run_1/closeup.png
Window x 117 to 142, y 65 to 90 um. Cells in gray, sequential cells in the stronger gray; small squares are vias.
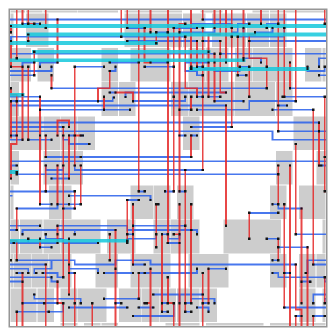
run_1/pinout.png
Drawn at 2 px/um. Pins as bars across the die edge, other pins in gray.
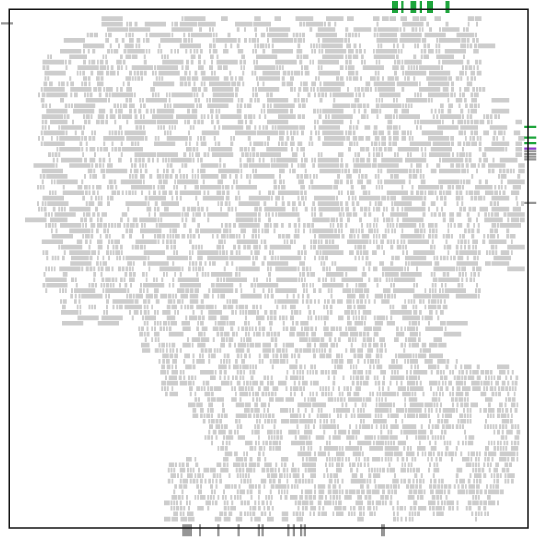
run_1/ff_map.png
Drawn at 1 px/um.
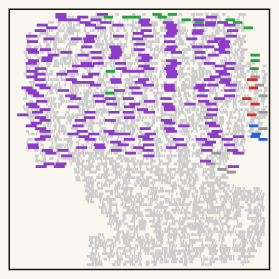
`config.mk`:
```
export PLATFORM = sky130hd
export DESIGN_NAME = intt_seq_core
export DESIGN_NICKNAME = d
export VERILOG_FILES = /design/src/rtl/intt_seq_core.sv
export SDC_FILE = /design/constraint.sdc
export NUM_CORES = 1
export LEC_CHECK = 0
export ABC_AREA = 1
export ABC_CLOCK_PERIOD_IN_PS = 44000
export CORE_MARGIN = 1
export CORE_UTILIZATION = 45
export CTS_CLUSTER_SIZE = 20
export DETAILED_ROUTE_END_ITERATION = 12
export PLACE_DENSITY = 0.66
export SLEW_MARGIN = 20
export SYNTH_ARGS = -nofsm -noshare
export SYNTH_HDL_FRONTEND = slang
export SYNTH_SLANG_ARGS = --single-unit
```
`constraint.sdc`:
```
create_clock -name clk -period 44 [get_ports clk]
set_clock_uncertainty 0.05 [all_clocks]
set_input_delay 8.8 -clock clk [delete_from_list [all_inputs] [get_ports clk]]
set_output_delay 8.8 -clock clk [all_outputs]
set_load 0.02 [all_outputs]
```
`src/rtl/intt_seq_core.sv`:
```
// Sequential 16-point inverse NTT (Gentleman-Sande, one butterfly per cycle) over Z_q.
// Define INTT_SCALE_EN to multiply each output by N^-1 mod q (true inverse NTT).
module intt_seq_core #(
  parameter int N          = 16,
  parameter int DATA_WIDTH = 16,
  parameter int MODULUS    = 17,
  parameter int ROOT       = 3
) (
  input  logic                  clk,
  input  logic                  rst_n,
  input  logic                  in_valid,
  output logic                  in_ready,
  input  logic [DATA_WIDTH-1:0] in_data,
  output logic                  out_valid,
  input  logic                  out_ready,
  output logic [DATA_WIDTH-1:0] out_data,
  output logic                  busy
);

  function automatic longint pow_mod(input longint a, input longint e);
    longint r;
    r = 64'sd1;
    for (longint i = 64'sd0; i < e; i++) begin
      r = (r * a) % MODULUS;
    end
    return r;
  endfunction

  function automatic logic [3:0] bitrev4(input logic [3:0] k);
    return {k[0], k[1], k[2], k[3]};
  endfunction

  // Modulus is prime, so inverses follow from Fermat: a^(q-2).
  localparam longint ROOT_INV = pow_mod(longint'(ROOT % MODULUS), longint'(MODULUS - 2));

  localparam logic [DATA_WIDTH-1:0]   Q  = DATA_WIDTH'(MODULUS);
  localparam logic [DATA_WIDTH:0]     Q1 = (DATA_WIDTH+1)'(MODULUS);
  localparam logic [2*DATA_WIDTH-1:0] Q2 = (2*DATA_WIDTH)'(MODULUS);
  localparam logic [3:0]              LAST_IN   = 4'(N - 1);
  localparam logic [4:0]              LAST_CALC = 5'(2 * N - 1);
  localparam logic [4:0]              OUT_DONE  = 5'(N);

  typedef enum logic [1:0] {S_LOAD, S_CALC, S_OUT} state_t;

  state_t                  state_r, state_s;
  logic [3:0]              load_idx_r;
  logic [4:0]              calc_cnt_r;
  logic [4:0]              rd_idx_r;
  logic                    in_ready_r, out_valid_r, busy_r;
  logic [DATA_WIDTH-1:0]   out_data_r;
  logic [DATA_WIDTH-1:0]   mem_r [16];

  logic                    in_hs_s, out_hs_s;
  logic [3:0]              i0_s, i1_s;
  logic [2:0]              e_s;
  logic [DATA_WIDTH-1:0]   u_s, v_s, tw_s, sum_s, dif_s, prod_s, load_s;
  logic [DATA_WIDTH-1:0]   rd_word_s, out_word_s;
  logic [DATA_WIDTH:0]     sum_w_s, dif_w_s;
  logic [2*DATA_WIDTH-1:0] mul_s;
  logic [DATA_WIDTH-1:0]   tw_tbl [8];

  // Twiddle exponents j*N/LEN never exceed 7, so eight powers of ROOT_INV suffice.
  for (genvar e = 0; e < 8; e++) begin : g_tw
    localparam logic [DATA_WIDTH-1:0] TW = DATA_WIDTH'(pow_mod(ROOT_INV, longint'(e)));
    assign tw_tbl[e] = TW;
  end

  assign in_hs_s   = in_valid & in_ready_r;
  assign out_hs_s  = out_valid_r & out_ready;
  assign in_ready  = in_ready_r;
  assign out_valid = out_valid_r;
  assign out_data  = out_data_r;
  assign busy      = busy_r;

  // Next-state logic.
  always_comb begin
    state_s = state_r;
    case (state_r)
      S_LOAD: begin
        if (in_hs_s && (load_idx_r == LAST_IN)) state_s = S_CALC;
        else state_s = S_LOAD;
      end
      S_CALC: begin
        if (calc_cnt_r == LAST_CALC) state_s = S_OUT;
        else state_s = S_CALC;
      end
      S_OUT: begin
        if (out_hs_s && (rd_idx_r == OUT_DONE)) state_s = S_LOAD;
        else state_s = S_OUT;
      end
      default: state_s = S_LOAD;
    endcase
  end

  // Butterfly index and twiddle decode: cnt[4:3] is the stage, cnt[2:0] the butterfly.
  always_comb begin
    i0_s = 4'd0;
    i1_s = 4'd0;
    e_s  = 3'd0;
    case (calc_cnt_r[4:3])
      2'd0: begin
        i0_s = {1'b0, calc_cnt_r[2:0]};
        i1_s = {1'b1, calc_cnt_r[2:0]};
        e_s  = calc_cnt_r[2:0];
      end
      2'd1: begin
        i0_s = {calc_cnt_r[2], 1'b0, calc_cnt_r[1:0]};
        i1_s = {calc_cnt_r[2], 1'b1, calc_cnt_r[1:0]};
        e_s  = {calc_cnt_r[1:0], 1'b0};
      end
      2'd2: begin
        i0_s = {calc_cnt_r[2:1], 1'b0, calc_cnt_r[0]};
        i1_s = {calc_cnt_r[2:1], 1'b1, calc_cnt_r[0]};
        e_s  = {calc_cnt_r[0], 2'b00};
      end
      default: begin
        i0_s = {calc_cnt_r[2:0], 1'b0};
        i1_s = {calc_cnt_r[2:0], 1'b1};
        e_s  = 3'd0;
      end
    endcase
  end

  // Butterfly arithmetic; operands are always < q so one conditional subtract reduces sums.
  always_comb begin
    u_s     = mem_r[i0_s];
    v_s     = mem_r[i1_s];
    tw_s    = tw_tbl[e_s];
    sum_w_s = {1'b0, u_s} + {1'b0, v_s};
    if (sum_w_s >= Q1) sum_s = DATA_WIDTH'(sum_w_s - Q1);
    else sum_s = DATA_WIDTH'(sum_w_s);
    dif_w_s = {1'b0, u_s} + Q1 - {1'b0, v_s};
    if (dif_w_s >= Q1) dif_s = DATA_WIDTH'(dif_w_s - Q1);
    else dif_s = DATA_WIDTH'(dif_w_s);
    mul_s   = {{DATA_WIDTH{1'b0}}, dif_s} * {{DATA_WIDTH{1'b0}}, tw_s};
    prod_s  = DATA_WIDTH'(mul_s % Q2);
    load_s  = in_data % Q;
  end

  assign rd_word_s = mem_r[bitrev4(rd_idx_r[3:0])];

`ifdef INTT_SCALE_EN
  localparam logic [2*DATA_WIDTH-1:0] N_INV =
    (2*DATA_WIDTH)'(pow_mod(longint'(N % MODULUS), longint'(MODULUS - 2)));
  logic [2*DATA_WIDTH-1:0] out_mul_s;
  // Output scaling by N^-1 mod q.
  always_comb begin
    out_mul_s  = {{DATA_WIDTH{1'b0}}, rd_word_s} * N_INV;
    out_word_s = DATA_WIDTH'(out_mul_s % Q2);
  end
`else
  assign out_word_s = rd_word_s;
`endif

  // Coefficient storage: loaded in S_LOAD, updated in place in S_CALC; no reset needed.
  always_ff @(posedge clk) begin
    if ((state_r == S_LOAD) && in_hs_s) begin
      mem_r[load_idx_r] <= load_s;
    end else if (state_r == S_CALC) begin
      mem_r[i0_s] <= sum_s;
      mem_r[i1_s] <= prod_s;
    end else begin
      mem_r[0] <= mem_r[0];
    end
  end

  // Control state, counters and registered outputs.
  always_ff @(posedge clk or negedge rst_n) begin
    if (!rst_n) begin
      state_r     <= S_LOAD;
      load_idx_r  <= 4'd0;
      calc_cnt_r  <= 5'd0;
      rd_idx_r    <= 5'd0;
      in_ready_r  <= 1'b0;
      out_valid_r <= 1'b0;
      out_data_r  <= {DATA_WIDTH{1'b0}};
      busy_r      <= 1'b0;
    end else begin
      state_r    <= state_s;
      in_ready_r <= (state_s == S_LOAD);
      busy_r     <= (state_s != S_LOAD);
      case (state_r)
        S_LOAD: begin
          if (in_hs_s) load_idx_r <= load_idx_r + 4'd1;
          else load_idx_r <= load_idx_r;
        end
        S_CALC: begin
          calc_cnt_r <= calc_cnt_r + 5'd1;
          rd_idx_r   <= 5'd0;
        end
        S_OUT: begin
          // Refill the output register whenever it is empty or being drained.
          if (!out_valid_r || out_ready) begin
            if (rd_idx_r != OUT_DONE) begin
              out_data_r  <= out_word_s;
              out_valid_r <= 1'b1;
              rd_idx_r    <= rd_idx_r + 5'd1;
            end else begin
              out_valid_r <= 1'b0;
            end
          end else begin
            out_valid_r <= out_valid_r;
          end
        end
        default: begin
          out_valid_r <= 1'b0;
        end
      endcase
    end
  end

endmodule

```
==> Changelog: implementation, run 1 <==
### Metrics

- Status: complete, no violations
- Yosys cell count: 4,314
- Cts bufs inserted: 34
- Clk Latency, worst-skew pair: 550 ps
- Slowest cell on crit path: nand3_2
- N_diodes: 0
- Maximum number of pins on one net before global-route repair: 175
- Relative slew slack: 16.52%
- Synth logic family: simple AND/OR/NAND/NOR gates
- Yosys adder share: 7.370%
- Yosys xor share: 2.718%
- IO Pins: 39
- Via count: 29,783
- OpenROAD warning count: 58
- Setup Buffers After CTS: 0
- Mapped Area: 29,640 sq um
- Layout cell share with drive strength beyond 1: 9.689%
- Post-Route WL: 101.2 mm
- Synthesized instance count: 4,314
- Worst Tran Pin Value: 1221 ps
- Area Overhead vs Synth: 7.071%
- Final period util: 46.42%
- Mapped Avg Cell Area: 6.871 sq um
- Post-synth seq share: 28.89%
- Top Metal Used: met4
- Slew Viols, Final: 0
- Dominant flop cell: edfxtp_1
- WL met2: 43.59 mm
- CTS tree: yes
- Final setup fails: 0
- Post-Synth Simple-Gate Area: 30.91%
- Wire per inst: 19.70 um
- CTS Root Cell: clkbuf_16
- Maximum fanout along the worst path: 34
- Post-layout net count: 4,435
- Yosys warns: 0
- Die area: 66,900 sq um
- Post-DP HPWL: 71.41 mm
- CP Launch Type: flop
- Placer Congestion: 0.9697
- Total negative slack: 0 ps
- Max Fclk: 0.04896 GHz
- Vias in the first global route: 27,430
- Cell Type Count: 74
- Placed standard-cell area: 30,670 sq um
- Top cells by count: nand2_1 (1,211), inv_1 (557), o21ai_0 (352)
- Endpoint class of the critical path: flop
- FP Util: 45.73%
- Net Count, Synth: 4,490
- Gate Area: 17,770 sq um
- Initial antenna violation count: 1
- All-Layer GR Usage: 29.60%
- Fin util: 48.97%
- Core area: 64,810 sq um
- DRT iter0 DRCs: 3,468
- First-pass GRT wire length: 154.9 mm
- Met1 WL: 41.16 mm
- Clock slew at reported path FFs: 60 ps
- Clock sinks: 291
- CP most frequent cell: nand2_1
- Number of flops mapped to enable cells by yosys: 256
- Slowest stage delay, CP: 670 ps
- Post-cts sizing count: 0
- WL met3: 11.87 mm
- DR vias/cell: 5.797
- Compound Share, Synth: 18.05%
- Final Hold Violation Tally: 0
- Hold crit path type: flop to flop
- Ys flops: 291
- Asr flop ratio synth: 12.03%
- Crit Path Class: flop to flop
- Final global-route overflow total: 0
- Row count: 93
- H-tree depth: 2
- FILL cells: 6,419
- Max-area cell share: 25.93%
- Mux cell area share: 0.6543%
- Synth top cell by count: nand2_1
- Antenna viol nets, final: 0
- Max-Cap Viols: 0
- Residual DRC: 0
- Crit path time final: 20,420 ps
- DR pass1 iterations: 6
- RSZ-0062 raised after global routing: false
- Finished Cell Area: 31,740 sq um
- Most area-hungry cell type in the Yosys netlist: edfxtp_1
- Clock buffer depth: 3
- Crit path DAT: 20,670 ps
- Cell area leaders: edfxtp_1 (26%), nand2_1 (15%), inv_1 (7.1%)
- CP required: 44,250 ps
- Chip Area, Yosys: 29,640 sq um
- Cts hold-fix bufs: 0
Back to the opening pictures, closeup.png:
- red: M2
- cyan: M3
- blue: M1
- cells with their middle in the window: 62
- most frequent: nand2_1 (17), inv_1 (11), nor2_1 (6)
- sequential cells in the window: 0

Back to the opening pictures, pinout.png:
- green: `out_data` (pins 16; direction output; edge 13 top, 3 right)
- purple: `busy` (pins 1; direction output; edge right)
- all pins by edge: 16 bottom, 13 top, 9 right, 1 left
IO Port Bufs: 38
width of the die: 258.7 um
Die Y: 258.7 um

Back to the opening pictures, ff_map.png:
- green: `out_data` (flops 16)
- blue: `load_idx_r` (flops 4; where right middle)
- red: `rd_idx_r` (flops 5)
- purple: `mem_r` (flops 256)
Reg area: 8568 sq um

run 1: worst max-delay path: cells and delay by family, from the launching register on:
kind | cells | cell delay [ps]
AND-OR/OR-AND | 11 | 2810
adder cells (fa/ha/maj) | 10 | 3240
flip-flops | 1 | 320
AND/OR/NAND/NOR | 80 | 10190
XOR/XNOR | 2 | 580
buffers and inverters | 14 | 2870
run 1: routing by layer:
layer	GRT usage (%)	vias to the layer above
met5	0	-
met3	5.849	313
li1	-	14186
met1	40.03	13631
met2	45.70	1653
met4	13.07	0
run 1: final timing paths:
check,from,endpoint,slack [ps],cells after the start
min in group asynchronous,rst_n,out_valid,8370,1
worst max register to register,calc_cnt_r[0],mem_r[3][7],23580,117
worst min register to register,out_data[5],out_data[5],470,2
worst max-delay path,calc_cnt_r[0],mem_r[3][7],23580,117
max in group asynchronous,rst_n,rd_idx_r[3],34840,1
worst min-delay path,out_data[5],out_data[5],470,2
run 1: cell type report:
| cell class | instances | area share, % |
|---|---|---|
| multi-input combinational | 3202 | 55.98 |
| timing repair buffer | 113 | 2.996 |
| tap | 855 | 3.371 |
| clock buffer | 45 | 2.910 |
| clock inverter | 15 | 0.4258 |
| sequential | 291 | 27.00 |
| inverter | 617 | 7.321 |
run 1: layout by cell type, fill, tap and decap left out, types with 33 or more instances in the layout:
master / count
nand2_2: 104
o21ai_0: 337
ha_1: 125
nand4_1: 60
buf_4: 74
o221ai_1: 39
o211ai_1: 35
o22ai_1: 61
dfrtp_1: 33
nand3_1: 241
edfxtp_1: 256
xor2_1: 81
clkbuf_16: 35
inv_2: 37
a21oi_1: 205
nand2_1: 1210
nor2_1: 278
inv_1: 552
clkdlybuf4s50_1: 37
nand2_4: 36
run 1: cell families (layout without fill, tap and decap cells):
| kind of cell | Yosys count | count (layout) |
|---|---|---|
| AND/OR/NAND/NOR | 2044 | 2044 |
| AND-OR/OR-AND | 892 | 892 |
| buffers and inverters | 821 | 790 |
| flip-flops | 291 | 291 |
| adder cells (fa/ha/maj) | 156 | 156 |
| XOR/XNOR | 92 | 92 |
| multiplexers | 18 | 18 |
run 1: through the flow:
stage	cells	worst slack [ps]	hold slack [ps]
finish	5138	23580	466.5
global route	5138	21660	491.8
CTS	5138	23820	469.1
detailed placement	5078	23850	459.7
global placement	5078	24200	454.4
floorplan	4314	26690	433.7
run 1: sequential cells by signal, summed over array words and instances (netlist names):
register	count
busy	1
calc_cnt_r	5
in_ready	1
load_idx_r	4
mem_r	256
out_data	16
out_valid	1
rd_idx_r	5
state_r	2
--- run 2 (diff from run 1) ---
--- a/config.mk
+++ b/config.mk
@@ -6,7 +6,7 @@
 export NUM_CORES = 1
 export LEC_CHECK = 0
 export ABC_AREA = 1
-export ABC_CLOCK_PERIOD_IN_PS = 44000
+export ABC_CLOCK_PERIOD_IN_PS = 21100
 export CORE_MARGIN = 1
 export CORE_UTILIZATION = 45
 export CTS_CLUSTER_SIZE = 20
==> constraint.sdc (replaced) <==
create_clock -name clk -period 21.1 [get_ports clk]
set_clock_uncertainty 0.05 [all_clocks]
set_input_delay 4.22 -clock clk [delete_from_list [all_inputs] [get_ports clk]]
set_output_delay 4.22 -clock clk [all_outputs]
set_load 0.02 [all_outputs]
run_2/ff_map.png
Drawn at 1 px/um.
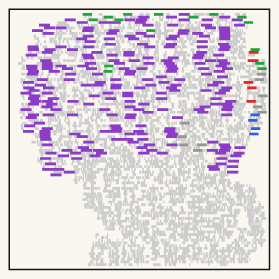
- blue: `load_idx_r` (flops 4; where right middle)
- red: `rd_idx_r` (flops 5; where top right)
- purple: `mem_r` (flops 256)
- green: `out_data` (flops 16)
- not colored: 10
fraction of area in registers: 26.94%
fin util: 49.09%
Reg area: 8569 sq um

run_2/closeup.png
Window x 117 to 142, y 65 to 90 um. Cells in gray, sequential cells in the stronger gray; small squares are vias.
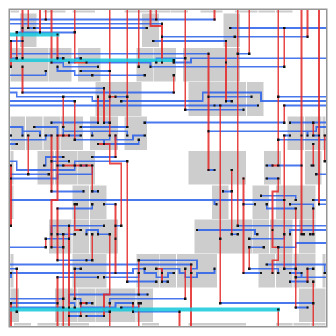

==> run 2 against run 1 <==
Against the previous run: cell count about the same; global-route usage decreased by 0.10 points; cell area increased by 0.24%; worst setup slack got worse by 22000 ps; utilization increased by 0.12 points; via count decreased by 0.32%; sequential share of layout area decreased by 0.062 points; critical endpoint is now mem_r[15][4]; highest routed layer unchanged.
==> Changelog: implementation, run 2 <==
### Metrics

- Most common logic cells in the final layout: nand2_1 (1,207), inv_1 (553), o21ai_0 (336), nor2_1 (280), edfxtp_1 (256)
- Number of flops mapped to enable cells by yosys: 256
- Top cells by count: nand2_1 (1,211), inv_1 (557), o21ai_0 (352)
- Clk Latency, worst-skew pair: 600 ps
- Slew Viols, Final: 0
- H-tree depth: 1
- Wire per inst: 19.76 um
- Final setup fails: 0
- Asr flop ratio synth: 12.03%
- Placer Congestion: 0.9621
- Reg with most FFs: mem_r
- Cell area leaders: edfxtp_1 (26%), nand2_1 (15%), inv_1 (7.1%)
- First-pass GRT wire length: 155.1 mm
- Crit path time final: 19,150 ps
- Final global-route overflow total: 0
- Residual DRC: 0
- Synthesized instance count: 4,314
- Die area: 66,900 sq um
- Clock buffer depth: 3
- R2r endpoint: mem_r[15][4]
- FP Util: 45.73%
- Max-Cap Viols: 0
- Chip Area, Yosys: 29,640 sq um
- DR vias/cell: 5.773
- DR pass1 iterations: 8
- Reg-to-Reg Start: calc_cnt_r[3]
- Cts bufs inserted: 31
- All-Layer GR Usage: 29.50%
- Via count: 29,688
- Total negative slack: 0 ps
- FF-to-FF setup slack: 1950 ps
- Maximum fanout along the worst path: 32
- CTS Root Cell: clkbuf_16
- Setup ws final: 1947 ps
- IO Pins: 39
- Row count: 93
- Post-Route WL: 101.6 mm
- Crit path DAT: 19,450 ps
- Worst reg2reg path depth: 115
- Status: complete, no violations
- Die Y: 258.7 um
- Cell Type Count: 74
- Mapped Area: 29,640 sq um
- Most area-hungry cell type in the Yosys netlist: edfxtp_1
- CP required: 21,400 ps
- Width of the die: 258.7 um
- Post-DP HPWL: 72.67 mm
- OpenROAD warning count: 56
- Place WS: 1471 ps
- Net Count, Synth: 4,490
- Post-layout net count: 4,440
- Clock slew at reported path FFs: 70 ps
- Mapped Avg Cell Area: 6.871 sq um
- N_diodes: 0
- Most used logic cell in the final layout: nand2_1
- Ys flops: 291
- Final period util: 90.77%
- Max reg flops: 256
- Yosys warns: 0
- Max-area cell share: 25.93%
- Start point of the worst min-delay path: out_data[12]
- Max Fclk: 0.05221 GHz
- CP most frequent cell: nand2_1
- Post-synth seq share: 28.89%
- Worst Tran Pin Value: 1098 ps
- Dominant flop cell: edfxtp_1
- Core area: 64,810 sq um
- DRT iter0 DRCs: 3,751
- Relative slew slack: 26.79%
- RSZ-0062 raised after global routing: false
- Final Hold Violation Tally: 0
- Hold EP: out_data[12]
- Initial antenna violation count: 0
- Slowest cell on crit path: fa_1
- CTS tree: yes
- Vias in the first global route: 27,325
- Area Overhead vs Synth: 7.332%
- Yosys cell count: 4,314
- Hold depth: 2
- CP Launch Type: flop
- Slowest stage delay, CP: 540 ps
- Layout cell share with drive strength beyond 1: 9.888%
- Synth top cell by count: nand2_1
- IO Port Bufs: 38
- Antenna viol nets, final: 0
- Endpoint class of the critical path: flop
- Crit Path Class: flop to flop
- Clock sinks: 291
- Maximum number of pins on one net before global-route repair: 90
## run 2: worst max-delay path by stage
stage | from | to | cells past startpoint
CTS | calc_cnt_r[0] | mem_r[1][4] | 117
floorplan | calc_cnt_r[0] | mem_r[14][3] | 118
detailed placement | calc_cnt_r[0] | mem_r[1][4] | 118
global route | calc_cnt_r[4] | mem_r[14][4] | 128
global placement | calc_cnt_r[0] | mem_r[15][4] | 114
finish | calc_cnt_r[3] | mem_r[15][4] | 115
## run 2: per-stage QoR
stage / area (sq um) / hold WS (ps) / cells
CTS: 31710 / 464.1 / 5139
global route: 31810 / 477.8 / 5143
floorplan: 29640 / 433.7 / 4314
finish: 31810 / 459.0 / 5143
global placement: 30690 / 453.1 / 5082
detailed placement: 30690 / 455.3 / 5082
## run 2: what timing repair did
item / 4_1_cts / 5_1_grt
gates resized: 0 / 18
setup endpoints to repair: 0 / 240
buffers inserted: 0 / 2
hold endpoints to repair: 0 / 0
## run 2: routing by layer
metal | vias up | GRT usage (%) | part of all wire, %
li1 | 14212 | - | -
met1 | 13623 | 40.63 | 41
met2 | 1610 | 45.39 | 43
met3 | 243 | 6.211 | 12
met4 | 0 | 10.75 | 3.6
met5 | - | 0 | 0
## run 2: final cells by class
| cell class | count | area, sq um |
|---|---|---|
| timing repair buffer | 119 | 1007 |
| clock buffer | 35 | 790.8 |
| multi-input combinational | 3204 | 17820 |
| inverter | 617 | 2333 |
| clock inverter | 22 | 226.5 |
| fill | 6421 | 33000 |
| tap | 855 | 1070 |
| sequential | 291 | 8569 |
## run 2: cells by family after synthesis
family                   after synthesis  share of synthesized area, %
AND/OR/NAND/NOR                     2044                         30.91
AND-OR/OR-AND                        892                         18.05
buffers and inverters                821                         11.41
flip-flops                           291                         28.89
adder cells (fa/ha/maj)              156                         7.370
XOR/XNOR                              92                         2.718
multiplexers                          18                        0.6543
## run 2: critical path: cells and delay by family (launching register included)
family                   cells  cell delay [ps]
adder cells (fa/ha/maj)      9             3090
flip-flops                   1              440
AND-OR/OR-AND               11             2690
AND/OR/NAND/NOR             78             9660
buffers and inverters       15             2310
XOR/XNOR                     2              540
